**Logic cells by family**

(3 px per um)
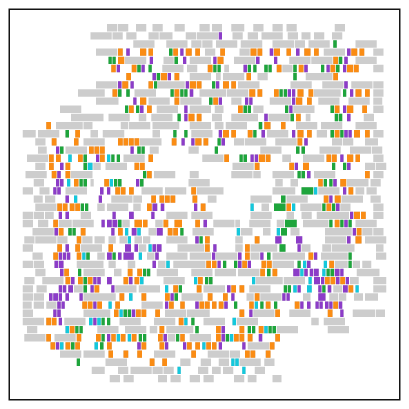
**A small window of the routed layout**

Region (50, 50) to (80, 80) um. Cells in grey, sequential cells in the stronger grey; small squares are vias.
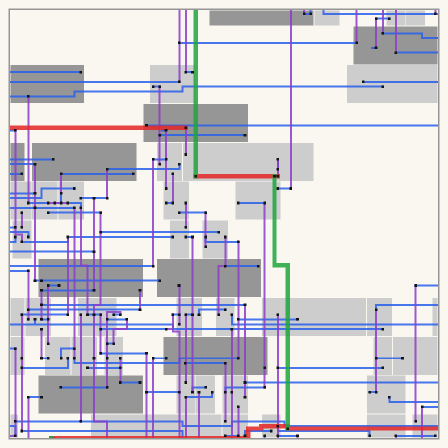
### src/rtl/npc_imm_pkg.sv
// Shared definitions for the NPC decode-stage immediate generator.
// Format-select codes for the ext_op field.
package npc_imm_pkg;

    typedef logic [2:0] ext_op_t;

    localparam ext_op_t EXT_I   = 3'd0;
    localparam ext_op_t EXT_U   = 3'd1;
    localparam ext_op_t EXT_S   = 3'd2;
    localparam ext_op_t EXT_B   = 3'd3;
    localparam ext_op_t EXT_J   = 3'd4;
    localparam ext_op_t EXT_Z   = 3'd5;
    localparam ext_op_t EXT_SH  = 3'd6;
    localparam ext_op_t EXT_ILL = 3'd7;

endpackage

### src/rtl/imm_gen_pipe_if.sv
// Valid/ready bundle between decode and the immediate generator, both sides.
// The slave modport is the generator; the master modport is its environment.
interface imm_gen_pipe_if
    import npc_imm_pkg::*;
#(
    parameter int XLEN  = 32,
    parameter int TAG_W = 32
);
    logic             in_valid;
    logic             in_ready;
    logic [31:0]      in_inst;
    ext_op_t          in_ext_op;
    logic [TAG_W-1:0] in_tag;

    logic             out_valid;
    logic             out_ready;
    logic [XLEN-1:0]  out_imm;
    logic [TAG_W-1:0] out_tag;
    logic             out_err;

    modport master (
        output in_valid, in_inst, in_ext_op, in_tag, out_ready,
        input  in_ready, out_valid, out_imm, out_tag, out_err
    );

    modport slave (
        input  in_valid, in_inst, in_ext_op, in_tag, out_ready,
        output in_ready, out_valid, out_imm, out_tag, out_err
    );
endinterface

### src/rtl/imm_decode.sv
// Combinational immediate decode for the RV I/U/S/B/J formats plus CSR-zimm
// and shift-amount; flags the reserved format code as illegal.
module imm_decode
    import npc_imm_pkg::*;
#(
    parameter int XLEN = 32
) (
    input  logic [31:7]     inst_i,
    input  ext_op_t         ext_op_i,
    output logic [XLEN-1:0] imm_o,
    output logic            err_o
);
    logic [31:0] imm32;
    logic        sext;
    logic        s;

    assign s = inst_i[31];

    always_comb begin
        // NOTE: every output gets a default first so no path through the case infers a latch.
        imm32 = '0;
        sext  = 1'b1;
        err_o = 1'b0;
        case (ext_op_i)
            EXT_I:  imm32 = {{20{s}}, inst_i[31:20]};
            EXT_U:  imm32 = {inst_i[31:12], 12'b0};
            EXT_S:  imm32 = {{20{s}}, inst_i[31:25], inst_i[11:7]};
            EXT_B:  imm32 = {{20{s}}, inst_i[7], inst_i[30:25], inst_i[11:8], 1'b0};
            EXT_J:  imm32 = {{12{s}}, inst_i[19:12], inst_i[20], inst_i[30:21], 1'b0};
            EXT_Z: begin
                imm32 = {27'b0, inst_i[19:15]};
                sext  = 1'b0;
            end
            EXT_SH: begin
                // RV64 shifts take a 6-bit shamt; RV32 ignores inst[25].
                imm32 = (XLEN == 64) ? {26'b0, inst_i[25:20]} : {27'b0, inst_i[24:20]};
                sext  = 1'b0;
            end
            default: begin
                imm32 = '0;
                err_o = 1'b1;
            end
        endcase

        if (sext) begin
            imm_o = XLEN'($signed(imm32));
        end else begin
            imm_o = XLEN'(imm32);
        end
    end
endmodule

### src/rtl/imm_gen_pipe.sv
// Registered immediate generator: decode on the input side, one output
// register plus a one-entry skid so back-pressure never drops an instruction.
module imm_gen_pipe
    import npc_imm_pkg::*;
#(
    parameter int XLEN      = 32,
    parameter int TAG_W     = 32,
    parameter int ERR_CNT_W = 8
) (
    input  logic                 clk,
    input  logic                 rst,
    imm_gen_pipe_if.slave        bus,
    output logic [ERR_CNT_W-1:0] err_cnt
);
    if (XLEN != 32 && XLEN != 64) begin : g_bad_xlen
        $error("imm_gen_pipe: XLEN must be 32 or 64");
    end

    logic [XLEN-1:0]      dec_imm;
    logic                 dec_err;

    logic                 out_valid_q, out_valid_d;
    logic [XLEN-1:0]      out_imm_q,   out_imm_d;
    logic [TAG_W-1:0]     out_tag_q,   out_tag_d;
    logic                 out_err_q,   out_err_d;

    logic                 skid_valid_q, skid_valid_d;
    logic [XLEN-1:0]      skid_imm_q,   skid_imm_d;
    logic [TAG_W-1:0]     skid_tag_q,   skid_tag_d;
    logic                 skid_err_q,   skid_err_d;

    logic [ERR_CNT_W-1:0] err_cnt_q, err_cnt_d;

    logic                 in_fire;
    logic                 out_free;

    imm_decode #(.XLEN(XLEN)) u_decode (
        .inst_i   (bus.in_inst[31:7]),
        .ext_op_i (bus.in_ext_op),
        .imm_o    (dec_imm),
        .err_o    (dec_err)
    );

    assign bus.in_ready = ~skid_valid_q;
    assign in_fire      = bus.in_valid & ~skid_valid_q;
    assign out_free     = ~out_valid_q | bus.out_ready;

    always_comb begin
        out_valid_d  = out_valid_q;
        out_imm_d    = out_imm_q;
        out_tag_d    = out_tag_q;
        out_err_d    = out_err_q;
        skid_valid_d = skid_valid_q;
        skid_imm_d   = skid_imm_q;
        skid_tag_d   = skid_tag_q;
        skid_err_d   = skid_err_q;
        err_cnt_d    = err_cnt_q;

        if (out_free) begin
            if (skid_valid_q) begin
                out_valid_d  = 1'b1;
                out_imm_d    = skid_imm_q;
                out_tag_d    = skid_tag_q;
                out_err_d    = skid_err_q;
                skid_valid_d = 1'b0;
            end else if (in_fire) begin
                out_valid_d = 1'b1;
                out_imm_d   = dec_imm;
                out_tag_d   = bus.in_tag;
                out_err_d   = dec_err;
            end else begin
                out_valid_d = 1'b0;
            end
        end else if (in_fire) begin
            skid_valid_d = 1'b1;
            skid_imm_d   = dec_imm;
            skid_tag_d   = bus.in_tag;
            skid_err_d   = dec_err;
        end

        // Counted at acceptance only, so a skid replay or a held output never re-counts.
        if (in_fire && dec_err && err_cnt_q != '1) begin
            err_cnt_d = err_cnt_q + ERR_CNT_W'(1);
        end
    end

    // NOTE: non-blocking assignments so every register updates from the same pre-edge values.
    always_ff @(posedge clk) begin
        if (rst) begin
            // NOTE: payload registers are reset too, since out_imm/out_tag must read zero after reset.
            out_valid_q  <= 1'b0;
            out_imm_q    <= '0;
            out_tag_q    <= '0;
            out_err_q    <= 1'b0;
            skid_valid_q <= 1'b0;
            skid_imm_q   <= '0;
            skid_tag_q   <= '0;
            skid_err_q   <= 1'b0;
            err_cnt_q    <= '0;
        end else begin
            out_valid_q  <= out_valid_d;
            out_imm_q    <= out_imm_d;
            out_tag_q    <= out_tag_d;
            out_err_q    <= out_err_d;
            skid_valid_q <= skid_valid_d;
            skid_imm_q   <= skid_imm_d;
            skid_tag_q   <= skid_tag_d;
            skid_err_q   <= skid_err_d;
            err_cnt_q    <= err_cnt_d;
        end
    end

    assign bus.out_valid = out_valid_q;
    assign bus.out_imm   = out_imm_q;
    assign bus.out_tag   = out_tag_q;
    assign bus.out_err   = out_err_q;
    assign err_cnt       = err_cnt_q;
endmodule

### src/flat_wrapper.sv
// flat-port wrapper written by rule: the top's interface ports become plain ports
module imm_gen_pipe_flat import npc_imm_pkg::*;
#(
    parameter int XLEN      = 32,
    parameter int TAG_W     = 32,
    parameter int ERR_CNT_W = 8
)
  (clk, rst, err_cnt, bus_in_valid, bus_in_inst, bus_in_ext_op, bus_in_tag, bus_out_ready, bus_in_ready, bus_out_valid, bus_out_imm, bus_out_tag, bus_out_err);
  imm_gen_pipe_if #(.XLEN(XLEN), .TAG_W(TAG_W)) bus_i ();
  input  logic clk;
  input  logic rst;
  output logic [ERR_CNT_W-1:0] err_cnt;
  input wire logic [$bits(bus_i.in_valid)-1:0] bus_in_valid;
  input wire logic [$bits(bus_i.in_inst)-1:0] bus_in_inst;
  input wire logic [$bits(bus_i.in_ext_op)-1:0] bus_in_ext_op;
  input wire logic [$bits(bus_i.in_tag)-1:0] bus_in_tag;
  input wire logic [$bits(bus_i.out_ready)-1:0] bus_out_ready;
  output wire logic [$bits(bus_i.in_ready)-1:0] bus_in_ready;
  output wire logic [$bits(bus_i.out_valid)-1:0] bus_out_valid;
  output wire logic [$bits(bus_i.out_imm)-1:0] bus_out_imm;
  output wire logic [$bits(bus_i.out_tag)-1:0] bus_out_tag;
  output wire logic [$bits(bus_i.out_err)-1:0] bus_out_err;
  assign bus_i.in_valid = bus_in_valid;
  assign bus_i.in_inst = bus_in_inst;
  assign bus_i.in_ext_op = bus_in_ext_op;
  assign bus_i.in_tag = bus_in_tag;
  assign bus_i.out_ready = bus_out_ready;
  assign bus_in_ready = bus_i.in_ready;
  assign bus_out_valid = bus_i.out_valid;
  assign bus_out_imm = bus_i.out_imm;
  assign bus_out_tag = bus_i.out_tag;
  assign bus_out_err = bus_i.out_err;
  imm_gen_pipe #(.XLEN(XLEN), .TAG_W(TAG_W), .ERR_CNT_W(ERR_CNT_W)) u_core (.clk(clk), .rst(rst), .bus(bus_i), .err_cnt(err_cnt));
endmodule
### config.mk
export PLATFORM = sky130hd
export DESIGN_NAME = imm_gen_pipe_flat
export DESIGN_NICKNAME = d
export VERILOG_FILES = /design/src/rtl/npc_imm_pkg.sv /design/src/rtl/imm_gen_pipe_if.sv /design/src/rtl/imm_decode.sv /design/src/rtl/imm_gen_pipe.sv /design/src/flat_wrapper.sv
export SDC_FILE = /design/constraint.sdc
export NUM_CORES = 1
export LEC_CHECK = 0
export ABC_AREA = 1
export CORE_MARGIN = 4
export CORE_UTILIZATION = 40
export CTS_CLUSTER_SIZE = 40
export DETAILED_ROUTE_END_ITERATION = 10
export PLACE_DENSITY = 0.67
export RECOVER_POWER = 50
export SLEW_MARGIN = 20
export SYNTH_ARGS = -nofsm -noshare
export SYNTH_HDL_FRONTEND = slang
export SYNTH_SLANG_ARGS = --single-unit
### constraint.sdc
create_clock -name clk -period 1.6 [get_ports clk]
set_input_delay 0.32 -clock clk [delete_from_list [all_inputs] [get_ports clk]]
set_output_delay 0.32 -clock clk [all_outputs]
set_load 0.005 [all_outputs]
==> run_results.csv <==
group,metric,value,unit
status,outcome,"complete, no violations",
clock_network,clkTransAtPathRegs,60,ps
logic_synthesis,yosysMostFrequentCell,"nand2_1",
logic_synthesis,synth.top_cell.area_share,0.4734,
floorplan,initCoreUtil,0.4074,
placement,gp_congestion,0.8203,
cells_and_area,stdcell_count,1172,
power,powerDensity,1111,nW/um2
final_timing,rsz0062_at_grt,"false",
logic_synthesis,aoi_share,0.2223,
final_timing,period_minus_slack,1555,ps
setup_path,critPathTopFamily,"buffers and inverters",
logic_synthesis,synthFlopType,"dfxtp_1",
logic_synthesis,top_cells_by_count,"168 x nand2_1, 140 x dfxtp_1, 130 x nor2_1",
setup_path,arrival,1230,ps
setup_path,path_buffers,1,
setup_path,crit_path_start_kind,"register",
clock_network,numCtsBuffers,17,
setup_path,max_stage_delay,500,ps
setup_path,crit_required,1280,ps
clock_network,clk_path_buf_depth,2,
power,power.share.clock,0.465,
power,comb-power,1.16,mW
logic_synthesis,mux_area_frac,0,
route,wl_per_cell,14.27,um
hold_path,min_to,"u_core.bus.out_err",
grt,grt-ovfl-total,0,
logic_synthesis,synth_area_per_cell,7.133,um2
final_timing,setup_viol,0,
logic_synthesis,synthTopLogicFamily,"AND-OR/OR-AND gates",
hold_path,hp-class,"in2reg",
logic_synthesis,synth_seq_share,0.4734,
power,top_power_group,"clock",
clock_network,clockRootBuffer,"clkbuf_16",
grt,grt_usage,0.2021,
power,p_sw_frac,0.2404,
setup_path,critical_path.slowest_cell,"clkdlybuf4s50_1",
clock_network,htree_num_levels,4,
cells_and_area,drive_above_1_share,0.1022,
final_timing,tightest_slew,510.5,ps
cells_and_area,areaGrowthSynthToFinish,40.81,%
hold_path,holdPathStages,3,
route,drt_iter0_drc,460,
grt,grt_use_met2,0.3151,
route,antenna_left,0,
cells_and_area,layout.nets,1047,
route,drcViolationCount,0,
grt,grt_pass1_wl,27.07,mm
power,internal_power,7.037,mW
power,net-switching-power,2.226,mW
clock_network,clk_latency,420,ps
logic_synthesis,synthArstFlopShare,0,
power,seqPwrFrac,0.410,
hold_path,worst_hold_startpoint,"bus_in_ext_op[2]",
final_timing,fmax,643.3,MHz
route,dr.pass1.iters,5,
final_timing,finalClockPeriodUsage,0.9716,
setup_path,reg2reg_slack,170,ps
logic_synthesis,ys_types,29,
final_timing,hold_viol_final,0,
job,max_cap_viol_count,0,
logic_synthesis,synth-seq-cells,140,
logic_synthesis,ys_chip_area,5921,um2
final_timing,finClkSkew,4.739,ps
logic_synthesis,syn-cell-area,5921,um2
placement,numPortBuffers,138,
logic_synthesis,ys_sh_adder,0.002113,
setup_path,reg2reg_depth,9,
power,pg_seq,3.80,mW
cells_and_area,nFillCells,1376,
logic_synthesis,xor_area_frac,0.002959,
setup_path,crit_type,"reg2out",
grt,use_met3,0.05523,
logic_synthesis,fp_nets,902,
logic_synthesis,topCellsByArea,"dfxtp_1 47%, nand2_1 11%, o21ai_0 9.8%",
grt,antenna_found_initial,0,
final_timing,relSlewSlack,0.6597,
clock_network,cts_tree,"built",
grt,top_usage_layer,"met2",
logic_synthesis,synth-edff-count,0,
power,combPwrFrac,0.125,
route,via_per_inst,4.981,
power,leakagePower,3.793,nW
placement,place_inst,1136,
floorplan,rows,44,
Notes on 'logic cells by family' above:
- cyan: inv cells (cells 50)
- orange: aoi and oai cells (cells 254; where all over the die)
- green: nor cells (cells 136; where all over the die)
- purple: nand cells (cells 189)

Notes on 'a small window of the routed layout' above:
- purple: M2
- blue: M1
- green: M4
- red: M3
- cells with their middle in the window: 40
- netlist names of flops here include: u_core.skid_imm_q (3), u_core.bus.out_imm (2)
- most frequent: a21oi_1 (9), dfxtp_1 (8), nand2_1 (5)
- sequential cells in the window: 8

flip-flops by register name, summed over array words and instances (netlist names):
| signal | flops |
|---|---|
| u_core.bus.out_err | 1 |
| u_core.bus.out_tag | 32 |
| u_core.skid_imm_q | 32 |
| u_core.skid_tag_q | 32 |
| u_core.bus.out_valid | 1 |
| u_core.bus.out_imm | 32 |
| u_core.err_cnt | 8 |
| u_core.skid_valid_q | 1 |
| u_core.skid_err_q | 1 |
final cells by class:
class                           count  area (um2)  share of cell area
Clock inverter                     15       222.7             0.02671
Clock buffer                       17       425.4             0.05103
Timing Repair Buffer              184        1817              0.2179
Inverter                           50       190.2             0.02281
Sequential cell                   140        2814              0.3375
Multi-Input combinational cell    582        2638              0.3164
Tap cell                          184       230.2             0.02762
worst reg2reg max path, delay by kind of cell (launching register included):
family	cells	cell delay, ps
fa+ha+maj	1	200
flops	1	320
buf+inv	3	330
simple gates	5	470
through the flow:
| step | utilization | TNS, ps | setup WS (ps) | hold slack (ps) | cell area [um2] |
|---|---|---|---|---|---|
| finish | 0.5736 | 0 | 45.49 | 374.9 | 8337 |
| global route | 0.5736 | 0 | 0.2025 | 386.3 | 8337 |
| CTS | 0.5741 | 0 | 0.7493 | 462.2 | 8344 |
| detailed placement | 0.5276 | -25240 | -313.7 | 453.6 | 7669 |
| global placement | 0.5276 | -23570 | -276.2 | 452.0 | 7669 |
| floorplan | - | 0 | 346.9 | 443.9 | 5921 |
per-layer routing:
layer / vias to the layer above / wire length, um
met1: 2651 / 7675
met4: 0 / 248
met3: 20 / 1019
li1: 3020 / -
met2: 147 / 7784
met5: - / 0
cells in the final DEF, fill, tap and decap left out, drive strengths merged:
cell / n
clkdlybuf4s25: 36
xor2: 1
nor3: 1
a21oi: 83
buf: 44
clkdlybuf4s50: 68
clkbuf: 19
dfxtp: 140
bufinv: 5
nand2: 170
nand3: 15
o211ai: 1
ha: 1
inv: 48
nor2: 135
dlymetal6s2s: 9
a31oi: 32
dlygate4sd2: 24
xnor2: 1
o21ai: 137
nand4: 3
a211oi: 1
nand3b: 1
dlygate4sd3: 1
clkinv: 9
clkinvlp: 3
cell families (layout without fill, tap and decap cells):
kind of cell | Yosys count | in the layout
DFF | 140 | 140
adders and majority gates | 1 | 1
and+or+nand+nor | 325 | 325
xor gates and xnor gates | 2 | 2
AOI/OAI and AO/OA | 254 | 254
buffers and inverters | 108 | 266
worst max-delay path by stage:
stage	from	to	slack (ps)	depth (start not counted)
after floorplan	u_core.err_cnt[0]	u_core.err_cnt[7]	350	8
after global placement	bus_in_ext_op[2]	u_core.bus.out_imm[1]	-280	8
after detailed placement	bus_in_ext_op[2]	u_core.err_cnt[2]	-310	7
after CTS	u_core.bus.out_imm[24]	bus_out_imm[24]	0.7	1
after global routing	u_core.bus.out_tag[5]	bus_out_tag[5]	0.2	1
final	u_core.bus.out_imm[27]	bus_out_imm[27]	50	1
what timing repair did:
action | 4_1_cts | 5_1_grt
endpoints found under the setup margin | 35 | 56
buffers inserted | 4 | 0
hold buffers | 0 | 0
gates resized | 44 | 46
Power is estimated from default activity; no workload was simulated.
